Fig. 1: run 1, clock wires, drivers and flops
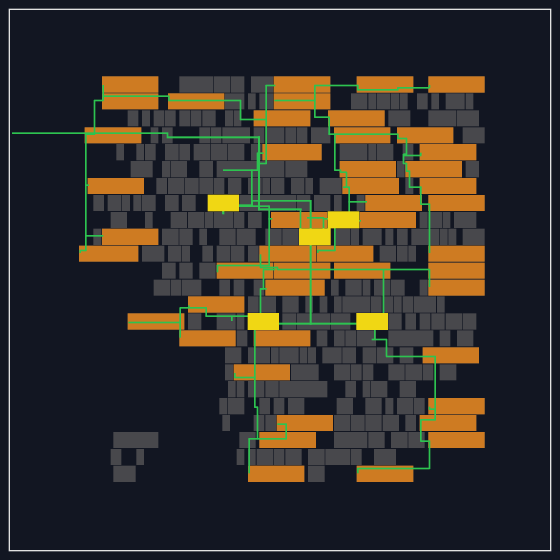
Fig. 2: run 1, M2 wires
Bar = 20 um.
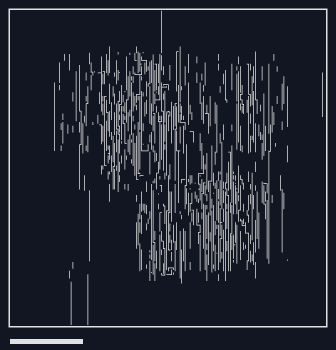
Fig. 3: run 1, cells colored by class
Bar = 20 um. Fill, decap, tap and diode cells in gray.
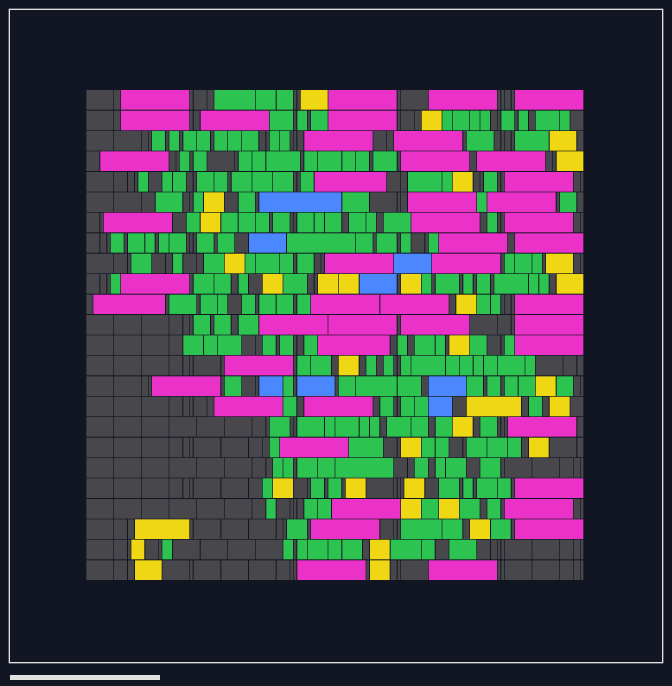
<file path="config.mk">
export PLATFORM = sky130hd
export DESIGN_NAME = step_pulse_generator
export DESIGN_NICKNAME = d
export VERILOG_FILES = /design/src/rtl/step_pulse_generator.sv
export SDC_FILE = /design/constraint.sdc
export NUM_CORES = 1
export LEC_CHECK = 0
export CAP_MARGIN = 5
export CORE_MARGIN = 10
export CORE_UTILIZATION = 54
export DETAILED_ROUTE_END_ITERATION = 7
export PLACE_DENSITY = 0.83
export SKIP_LAST_GASP = 1
export SLEW_MARGIN = 20
export SYNTH_ARGS = -nofsm -noshare
export SYNTH_HDL_FRONTEND = slang
export SYNTH_SLANG_ARGS = --single-unit
</file>
<file path="constraint.sdc">
create_clock -name clk -period 1.7 [get_ports clk]
set_input_delay 0.17 -clock clk [delete_from_list [all_inputs] [get_ports clk]]
set_output_delay 0.17 -clock clk [all_outputs]
set_load 0.02 [all_outputs]
</file>
<file path="src/rtl/step_pulse_generator.sv">
// step_pulse_generator
//   Initiator side of the digit-counter increase/decrease interface. Two raw
//   push-buttons are synchronised, debounced and turned into single-cycle
//   step pulses: one on press, then (optionally) auto-repeat while held.
//   increase and decrease are never high in the same cycle.
//
//   Optional feature macro: STEP_AUTO_REPEAT_EN
//     defined   : hold/repeat timing (HOLD_WAIT, REPEAT states, timer)
//     undefined : exactly one pulse per press, repeating tied low
//
// Ports
//   clk        in   clock, all state on rising edge
//   rst        in   asynchronous active-low reset
//   btn_up     in   raw asynchronous up button, active-high
//   btn_down   in   raw asynchronous down button, active-high
//   enable     in   synchronous; low suppresses all pulses
//   increase   out  registered single-cycle up step
//   decrease   out  registered single-cycle down step
//   repeating  out  high while the FSM is in REPEAT
module step_pulse_generator #(
  parameter int CNT_W           = 16,
  parameter int DEBOUNCE_CYCLES = 16,
  parameter int HOLD_CYCLES     = 1000,
  parameter int REPEAT_CYCLES   = 200
) (
  input  logic clk,
  input  logic rst,
  input  logic btn_up,
  input  logic btn_down,
  input  logic enable,
  output logic increase,
  output logic decrease,
  output logic repeating
);

  localparam logic [1:0] ST_IDLE         = 2'd0;
  localparam logic [1:0] ST_RELEASE_WAIT = 2'd3;
`ifdef STEP_AUTO_REPEAT_EN
  localparam logic [1:0] ST_HOLD_WAIT    = 2'd1;
  localparam logic [1:0] ST_REPEAT       = 2'd2;
  localparam logic [1:0] ST_AFTER_PRESS  = ST_HOLD_WAIT;
  localparam logic [CNT_W-1:0] HOLD_LAST = CNT_W'(HOLD_CYCLES - 1);
  localparam logic [CNT_W-1:0] REP_LAST  = CNT_W'(REPEAT_CYCLES - 1);
`else
  localparam logic [1:0] ST_AFTER_PRESS  = ST_RELEASE_WAIT;
`endif
  localparam logic [CNT_W-1:0] DEB_LAST  = CNT_W'(DEBOUNCE_CYCLES);

  function automatic logic [CNT_W-1:0] sat_inc(input logic [CNT_W-1:0] v);
    if (v == {CNT_W{1'b1}}) sat_inc = v;
    else                    sat_inc = v + CNT_W'(1);
  endfunction

  // bit 0 = up button, bit 1 = down button throughout
  logic [1:0]            sync1_q, sync2_q;
  logic [1:0]            deb_q, deb_d, deb_prev_q;
  logic [1:0][CNT_W-1:0] deb_cnt_q, deb_cnt_d;
  logic [1:0]            startup_q, startup_d;
  logic [1:0]            block_q, block_d;
  logic [1:0]            rise_s;
  logic [1:0]            state_q, state_d;
  logic                  inc_d, dec_d;
  logic                  increase_q, decrease_q, repeating_q;
`ifdef STEP_AUTO_REPEAT_EN
  logic                  dir_q, dir_d;
  logic [CNT_W-1:0]      timer_q, timer_d;
  logic                  owner_s, other_s;
`endif

  // Debounce: the level flips one cycle after the mismatch count reaches
  // DEBOUNCE_CYCLES; any agreement before that clears the count.
  always_comb begin
    deb_d     = deb_q;
    deb_cnt_d = deb_cnt_q;
    for (int i = 0; i < 2; i++) begin
      if (deb_cnt_q[i] == DEB_LAST) begin
        deb_d[i]     = ~deb_q[i];
        deb_cnt_d[i] = '0;
      end else if (sync2_q[i] != deb_q[i]) begin
        deb_cnt_d[i] = sat_inc(deb_cnt_q[i]);
      end else begin
        deb_cnt_d[i] = '0;
      end
    end
  end

  // Buttons already held while reset is released must not produce a press:
  // during the first two cycles (synchroniser still filling) any high sample
  // blocks that button until it is seen released.
  always_comb begin
    startup_d = (startup_q == 2'd2) ? startup_q : startup_q + 2'd1;
    block_d   = block_q;
    for (int i = 0; i < 2; i++) begin
      if (startup_q != 2'd2) begin
        block_d[i] = block_q[i] | sync1_q[i];
      end else if (!sync2_q[i] && !deb_q[i]) begin
        block_d[i] = 1'b0;
      end else begin
        block_d[i] = block_q[i];
      end
    end
  end

  // Press detection on the debounced levels
  always_comb begin
    rise_s = deb_q & ~deb_prev_q & ~block_q;
  end

`ifdef STEP_AUTO_REPEAT_EN
  // Owner / non-owner debounced levels for the hold and repeat states
  always_comb begin
    owner_s = dir_q ? deb_q[1] : deb_q[0];
    other_s = dir_q ? deb_q[0] : deb_q[1];
  end
`endif

  // Step FSM next-state and pulse decode
  always_comb begin
    state_d = state_q;
    inc_d   = 1'b0;
    dec_d   = 1'b0;
`ifdef STEP_AUTO_REPEAT_EN
    dir_d   = dir_q;
    timer_d = timer_q;
`endif
    if (!enable) begin
      state_d = (|deb_q) ? ST_RELEASE_WAIT : ST_IDLE;
`ifdef STEP_AUTO_REPEAT_EN
      timer_d = '0;
`endif
    end else begin
      case (state_q)
        ST_IDLE: begin
          // up is checked first so a simultaneous press resolves to up
          if (rise_s[0]) begin
            inc_d   = 1'b1;
            state_d = ST_AFTER_PRESS;
`ifdef STEP_AUTO_REPEAT_EN
            dir_d   = 1'b0;
            timer_d = '0;
`endif
          end else if (rise_s[1]) begin
            dec_d   = 1'b1;
            state_d = ST_AFTER_PRESS;
`ifdef STEP_AUTO_REPEAT_EN
            dir_d   = 1'b1;
            timer_d = '0;
`endif
          end else if (&deb_q) begin
            state_d = ST_RELEASE_WAIT;
          end else begin
            state_d = ST_IDLE;
          end
        end
`ifdef STEP_AUTO_REPEAT_EN
        ST_HOLD_WAIT: begin
          // release takes priority over a pulse due in the same cycle
          if (!owner_s) begin
            state_d = other_s ? ST_RELEASE_WAIT : ST_IDLE;
          end else if (timer_q == HOLD_LAST) begin
            inc_d   = ~dir_q;
            dec_d   = dir_q;
            timer_d = '0;
            state_d = ST_REPEAT;
          end else begin
            timer_d = sat_inc(timer_q);
          end
        end
        ST_REPEAT: begin
          if (!owner_s) begin
            state_d = other_s ? ST_RELEASE_WAIT : ST_IDLE;
          end else if (timer_q == REP_LAST) begin
            inc_d   = ~dir_q;
            dec_d   = dir_q;
            timer_d = '0;
          end else begin
            timer_d = sat_inc(timer_q);
          end
        end
`endif
        ST_RELEASE_WAIT: begin
          if (deb_q == 2'b00) state_d = ST_IDLE;
          else                state_d = ST_RELEASE_WAIT;
        end
        default: begin
          state_d = ST_IDLE;
        end
      endcase
    end
  end

  // All sequential state, including the registered outputs
  always_ff @(posedge clk or negedge rst) begin
    if (!rst) begin
      sync1_q     <= 2'b00;
      sync2_q     <= 2'b00;
      deb_q       <= 2'b00;
      deb_prev_q  <= 2'b00;
      deb_cnt_q   <= '0;
      startup_q   <= 2'd0;
      block_q     <= 2'b00;
      state_q     <= ST_IDLE;
      increase_q  <= 1'b0;
      decrease_q  <= 1'b0;
      repeating_q <= 1'b0;
`ifdef STEP_AUTO_REPEAT_EN
      dir_q       <= 1'b0;
      timer_q     <= '0;
`endif
    end else begin
      sync1_q     <= {btn_down, btn_up};
      sync2_q     <= sync1_q;
      deb_q       <= deb_d;
      deb_prev_q  <= deb_q;
      deb_cnt_q   <= deb_cnt_d;
      startup_q   <= startup_d;
      block_q     <= block_d;
      state_q     <= state_d;
      increase_q  <= inc_d;
      decrease_q  <= dec_d;
`ifdef STEP_AUTO_REPEAT_EN
      repeating_q <= (state_d == ST_REPEAT);
      dir_q       <= dir_d;
      timer_q     <= timer_d;
`else
      repeating_q <= 1'b0;
`endif
    end
  end

  assign increase  = increase_q;
  assign decrease  = decrease_q;
  assign repeating = repeating_q;

endmodule

</file>
==> reports/metrics.yaml, run 1 <==
run_status:
  outcome: "complete, but fails checks"
  violations: "negative setup slack"
logic_synthesis:
  most_common_cell: "dfrtp_1"
  edf_count: 0
  syn_avg_cell_area_um2: 9.40
  ys_warn_count: 0
  yosysCellCount: 256
  common_cells: "dfrtp_1, nor2_1, inv_1"
  ff_type: "dfrtp_1"
  syn_inst: 256
  largest_area_cell: "dfrtp_1"
grt:
  grt_overflow: 0
  grt_pass1_vias: 2009
  grt_first_pass_wirelength_mm: 9.27
  track_usage_pct: 14.8
pwr:
  p_int_w: 0.00163
  powerClk_w: 0.000840
  comb_power_share_pct: 5.4
  pg_comb_w: 0.000114
  total_power_w: 0.00211
  power_leader: "registers"
layout:
  comb_area_um2: 1170
  comb_area_share_pct: 40.4
  diodes: 0
  buf_share_pct: 10.1
  design_area_um2: 2900
  fin_util_pct: 67.1
  nFlopsAndLatches: 47
  seq_share_pct: 40.7
  comb_cells: 181
  clock_buffer_count: 5
  num-nonclk-inverters: 20
clock_tree:
  cts_max_level: 2
  cts_root_buf: "clkbuf_8"
  ctsResizeCount: 1
  clkSinkCount: 47
  clk_pin_slew_ns: 0.09
  cts_tree: "built"
  hold_buffers: 1
critical_path:
  critPathLaunch: "deb_cnt_q[19]$_DFFE_PN0P_"
  crit_path_end_kind: "flop"
  r2r_end: "deb_cnt_q[25]$_DFFE_PN0P_"
  r2r_cells: 4
  path_class: "flop to flop"
  r2r_setup_slack_ns: -0.04
final_timing:
  fin_tns_setup_ns: -0.0353
  setup_viol: 1
  slew_viol_final: 0
  fin_ws_ns: -0.0353
detailed_routing:
  vias_per_cell: 6.25
  top_layer: "met4"
  ant_nets: 0
  drc: 0
  num_vias: 2137
die:
  num_rows: 24
  ios: 8
  die_x_um: 86.8
  n_tap_cell: 52
flow_run:
  tool_warnings: 30
place:
  placed_area_um2: 2710
  placement.io_buffers: 6
min_path:
  hold_depth: 1
  hold_path_startpoint: "btn_down"
About Fig. 1:
[yellow] clock-net drivers | count: 5
[orange] flip-flops | count: 47
[green] clock wires | length: 527 um
routed clock nets: 6

About Fig. 2:
main direction: vertical
wire length on this layer: 2,600 um

About Fig. 3:
[magenta] registers | cells: 47 | share of their area: 42%
[yellow] remaining buffers and delay cells | cells: 34 | share of their area: 10%
[blue] clock drivers and dummy loads | cells: 8 | share of their area: 4.1%
[green] remaining logic cells | cells: 201 | share of their area: 44%

run 1: sequential cells by signal, summed over array words and instances (netlist names):
name,count
startup_q,2
increase,1
deb_prev_q,2
sync2_q,2
sync1_q,2
deb_q,2
block_q,2
state_q,1
deb_cnt_q,32
decrease,1
run 1: cell families (layout without fill, tap and decap cells):
kind of cell,Yosys count,after routing,synth area share (%)
DFF,47,47,48.9
other,1,1,0.156
and+or+nand+nor,111,111,25.5
adders and majority gates,7,7,3.64
buffers and inverters,28,62,4.57
muxes,5,5,2.08
xor gates and xnor gates,4,4,1.46
AOI/OAI and AO/OA,53,53,13.7
run 1: metal layers:
layer / GRT usage, % / up-vias
met5: 0 / -
met4: 3.83 / 0
met3: 3.75 / 20
met2: 23.5 / 71
met1: 19.5 / 1037
li1: - / 1009
Fig. 4: run 1, power grid
Pins as bars on the die edge. Tap cells in gray.
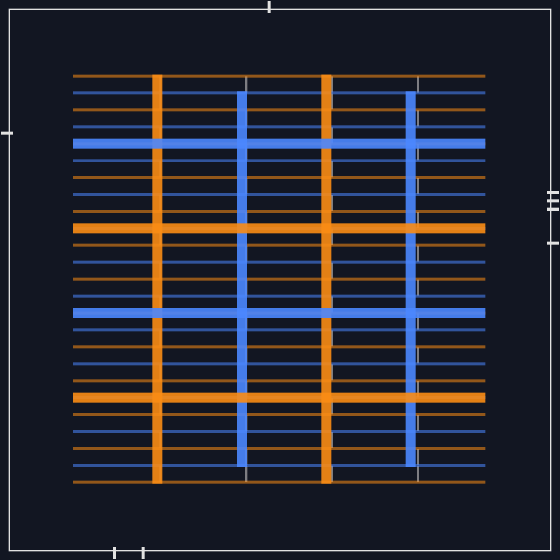

--- run 2 (diff from run 1) ---
Settings changed: CORE_UTILIZATION 54 to 55, DONT_BUFFER_PORTS set to 1, PLACE_DENSITY 0.83 to 0.82.
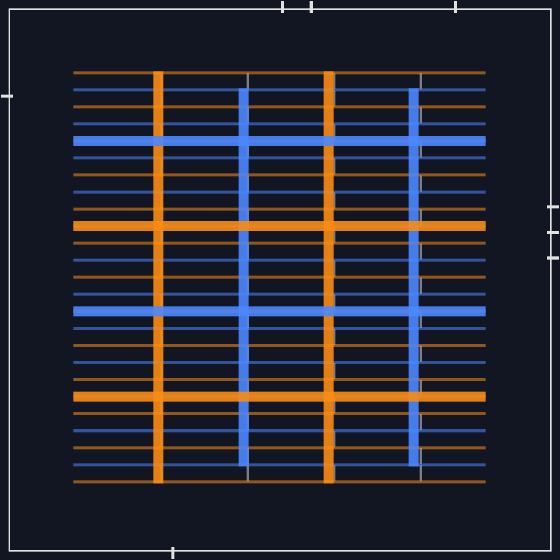
Fig. 5. Power grid (run 2).
Pins as bars on the die edge. Tap cells in gray.
[orange] VSS
[blue] VDD
signal pins: 8
rows: 24
met1 rails: 25

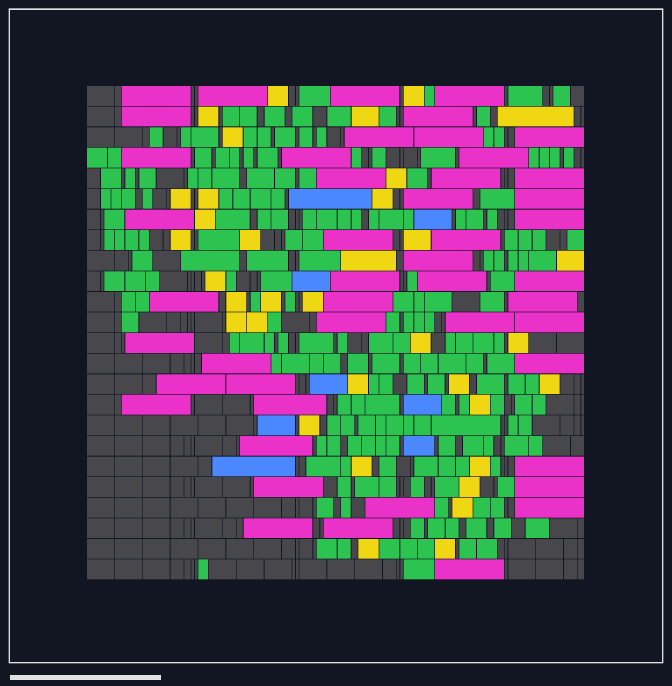
Fig. 6. Cells colored by class (run 2).
Bar = 20 um. Fill, decap, tap and diode cells in gray.
[green] remaining logic cells | cells: 201 | share of their area: 44%
[blue] clock drivers and dummy loads | cells: 8 | share of their area: 4.8%
[magenta] registers | cells: 47 | share of their area: 41%
[yellow] remaining buffers and delay cells | cells: 35 | share of their area: 10%

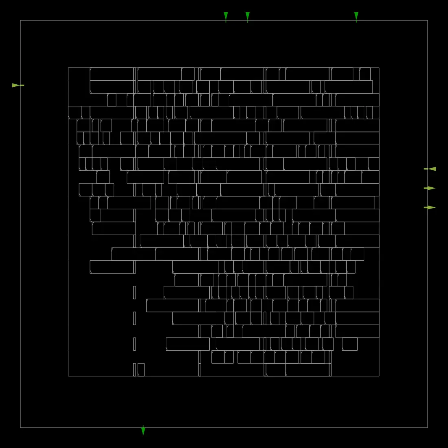
Fig. 7. Placed standard cells (run 2).
n_taps: 52
Filler Cells Inserted: 294
Flops: 47
register share of the cell area: 39.9%
fin util: 68.9%

==> reports/metrics.yaml, run 2 <==
run_status:
  outcome: "complete, no violations"
logic_synthesis:
  largest_area_cell: "dfrtp_1"
  edf_count: 0  # unchanged
  ys_warn_count: 0  # unchanged
  most_common_cell: "dfrtp_1"
die:
  num_rows: 24  # unchanged
  die_x_um: 86.2  # -0.70%
pwr:
  total_power_w: 0.00227  # +7.9%
  comb_power_share_pct: 5.5  # about the same
  powerClk_w: 0.000996  # +19%
  pg_comb_w: 0.000124  # +9%
grt:
  grt_most_used_layer: "met2"
  grt_pass1_vias: 1910  # -4.9%
  grt_overflow: 0  # unchanged
  met2_usage_pct: 22.7  # -0.84 points
layout:
  buf_share_pct: 10.2  # +0.15 points
  num-nonclk-inverters: 20  # unchanged
  clock_buffer_count: 5  # unchanged
  comb_cells: 181  # unchanged
  comb_area_um2: 1190  # +2.0%
  design_area_um2: 2960  # +1.9%
critical_path:
  r2r_cells: 4  # unchanged
  path_class: "flop to flop"
  r2r_end: "deb_cnt_q[15]$_DFFE_PN0P_"
  r2r_setup_slack_ns: 0.04  # +0.07 ns
detailed_routing:
  drc: 0  # unchanged
  top_layer: "met4"
  vias_per_cell: 6.07  # -2.8%
final_timing:
  fin_tns_setup_ns: 0  # +0.0353 ns
clock_tree:
  cts_root_buf: "clkbuf_8"
  cts_max_level: 2  # unchanged
  clkSinkCount: 47  # unchanged
place:
  placement.io_buffers: 0  # -6
flow_run:
  tool_warnings: 30  # unchanged
min_path:
  hold_path_startpoint: "enable"
## run 2: cell count changes in the layout (fill, tap and decap cells not counted), moves of 2 or more
cell,before,now
and3_2,2,0
buf_4,25,30
clkdlybuf4s50_1,5,0
dlygate4sd3_1,1,3
## run 2: cells by family (layout without fill, tap and decap cells)
logic type | Yosys count | count (layout) | synth area share (%)
mux | 5 | 5 | 2.08
xor+xnor | 4 | 4 | 1.46
simple gates | 111 | 111 | 25.5
compound gates | 53 | 53 | 13.7
flops | 47 | 47 | 48.9
other cells | 1 | 1 | 0.156
fa+ha+maj | 7 | 7 | 3.64
buf+inv | 28 | 63 | 4.57
## run 2: repair_timing
action	in CTS	in global routing
hold buffers	4	0
endpoints found under the setup margin	1	28
gates resized	1	15
setup buffers	0	2
hold endpoints to repair	49	0
pin swaps	0	4
cloned	0	0
Fig. 8: run 2, M2 wires
Bar = 20 um.
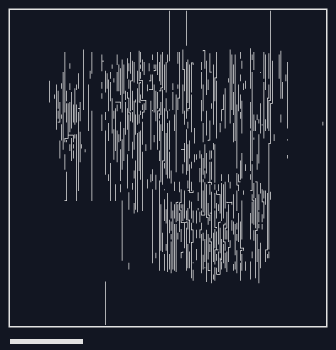

--- run 3 (diff from run 2) ---
Settings changed: REMOVE_ABC_BUFFERS set to 1.
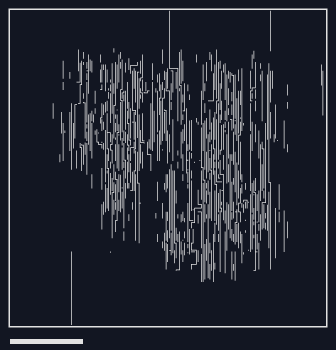
Fig. 9. M2 wires (run 3).
Bar = 20 um.
longest straight run: 32.5 um
nets with wire on the layer: 259
main direction: vertical

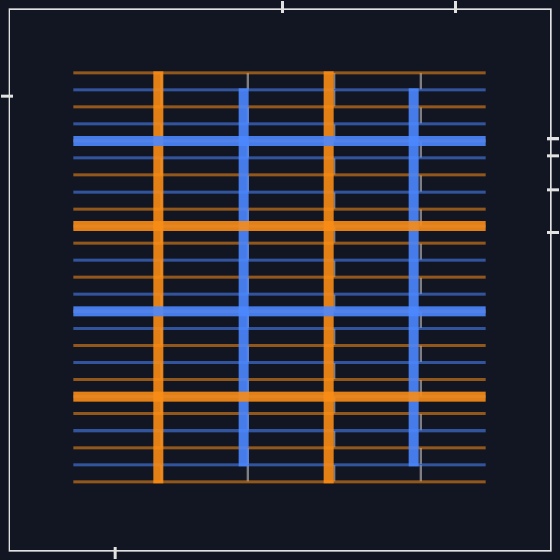
Fig. 10. Power grid (run 3).
Pins as bars on the die edge. Tap cells in gray.
[orange] VSS
[blue] VDD
rows: 24
met4 straps: 4
met1 rails: 25
signal pins: 8

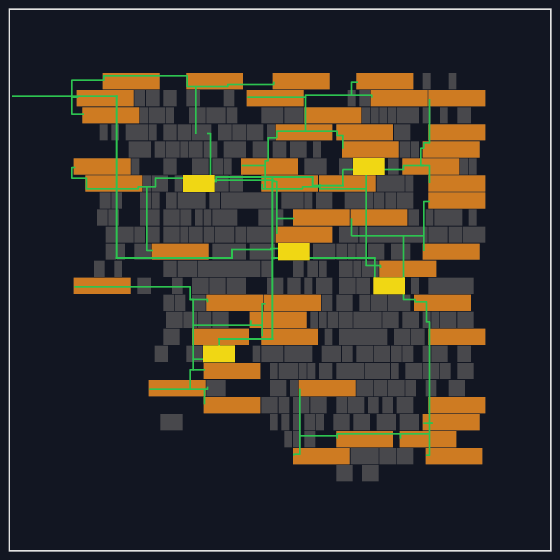
Fig. 11. Clock wires, drivers and flops (run 3).
[yellow] clock-net drivers | count: 5
[orange] flip-flops | count: 47
[green] clock wires | length: 576 um
routed clock nets: 6

==> reports/metrics.yaml, run 3 <==
critical_path:
  crit_buf_inv: 1
  cp.required_ns: 1.89
  r2r_setup_slack_ns: 0.05  # about the same
  critPathLaunch: "deb_cnt_q[9]$_DFFE_PN0P_"
  crit_fanout: 8
  slowest_stage: "dfrtp_1"
  r2r_cells: 5  # +1
  r2r_end: "deb_cnt_q[14]$_DFFE_PN0P_"
  path_class: "flop to flop"
layout:
  fin_util_pct: 67.9  # -0.93 points
  nFillCells: 326  # +11%
  num-nonclk-inverters: 20  # unchanged
  comb_area_um2: 1190  # -0.21%
  nFlopsAndLatches: 47  # unchanged
  buf_share_pct: 10.0  # -0.25 points
  comb_cells: 181  # unchanged
  seq_share_pct: 40.3  # +0.46 points
  final_cell_mix: "dfrtp_1, buf_4, nor2_1, inv_1"
  fin_cells: 341
  clock_buffer_count: 5  # unchanged
pwr:
  pg_comb_w: 0.000120  # -3%
  p_int_w: 0.00163
  comb_power_share_pct: 5.6  # about the same
  powerDensity_nw_per_um2: 730
  powerClk_w: 0.000859  # -14%
  p_seq_share_pct: 54.0
place:
  placement.io_buffers: 0  # unchanged
  place.gp.congestion: 0.924
  hpwl_mm: 3.59
grt:
  grt_most_used_layer: "met2"
  grt_overflow: 0  # unchanged
  met2_usage_pct: 26.0  # +3.4 points
  grt_pass1_vias: 2050  # +7.3%
detailed_routing:
  met1Wirelength_mm: 2.37
  top_layer: "met4"
  num_vias: 2159
  first_pass_iters: 6
  met3WireLength_um: 399
  routed_wl_mm: 5.86
  vias_per_cell: 6.33  # +4.3%
  wire_per_inst_um: 17.2
  drc: 0  # unchanged
run_status:
  outcome: "complete, no violations"
die:
  chip_area_um2: 7420
  n_tap_cell: 52  # unchanged
  core_um2: 4290
  num_rows: 24  # unchanged
  die_x_um: 86.2  # unchanged
  ios: 8
clock_tree:
  clock_latency_ns: 0.31
  cts_root_buf: "clkbuf_8"
  cts_max_level: 2  # unchanged
  cts_made_buffers: 5
  clkSinkCount: 47  # unchanged
flow_run:
  tool_warnings: 28  # -6.7%
min_path:
  hold_depth: 2
  hold_path_startpoint: "enable"
  hold_end: "increase$_DFF_PN0_"
logic_synthesis:
  ys_ff: 47
  most_common_cell: "dfrtp_1"
  largest_area_cell: "dfrtp_1"
  xor_share_pct: 1.46  # unchanged
  common_cells: "dfrtp_1, nor2_1, inv_1"
  muxShareOfSynthArea_pct: 2.08  # unchanged
  synthAoiAreaFrac_pct: 13.7  # unchanged
  synthAdderAreaFrac_pct: 3.64  # unchanged
  ys_warn_count: 0  # unchanged
  edf_count: 0  # unchanged
  ys_top_logic_family: "simple AND/OR/NAND/NOR gates"
  netlist.area_leader.share_pct: 48.9
  synthSimpleGateAreaFrac_pct: 25.5  # unchanged
final_timing:
  rsz0062_at_grt: "true"
==> run 3: cell counts after synthesis <==
No cell type changed its count.
==> run 3: what timing repair did <==
action	CTS	global route
resized	4	12
pin swaps	1	2
endpoints found under the hold margin	49	0
hold buffers	4	0
buffers inserted	1	3
endpoints found under the setup margin	7	14
==> run 3: stage by stage <==
stage	total power [W]	TNS (ns)	area, um^2
detailed placement	0.00125	0	2640
global route	0.00219	-0.0991	2920
CTS	0.00213	0	2840
global placement	0.00124	0	2640
finish	0.00213	0	2920
floorplan	0.00122	-0.0202	2370
Power and IR drop assume default switching activity.
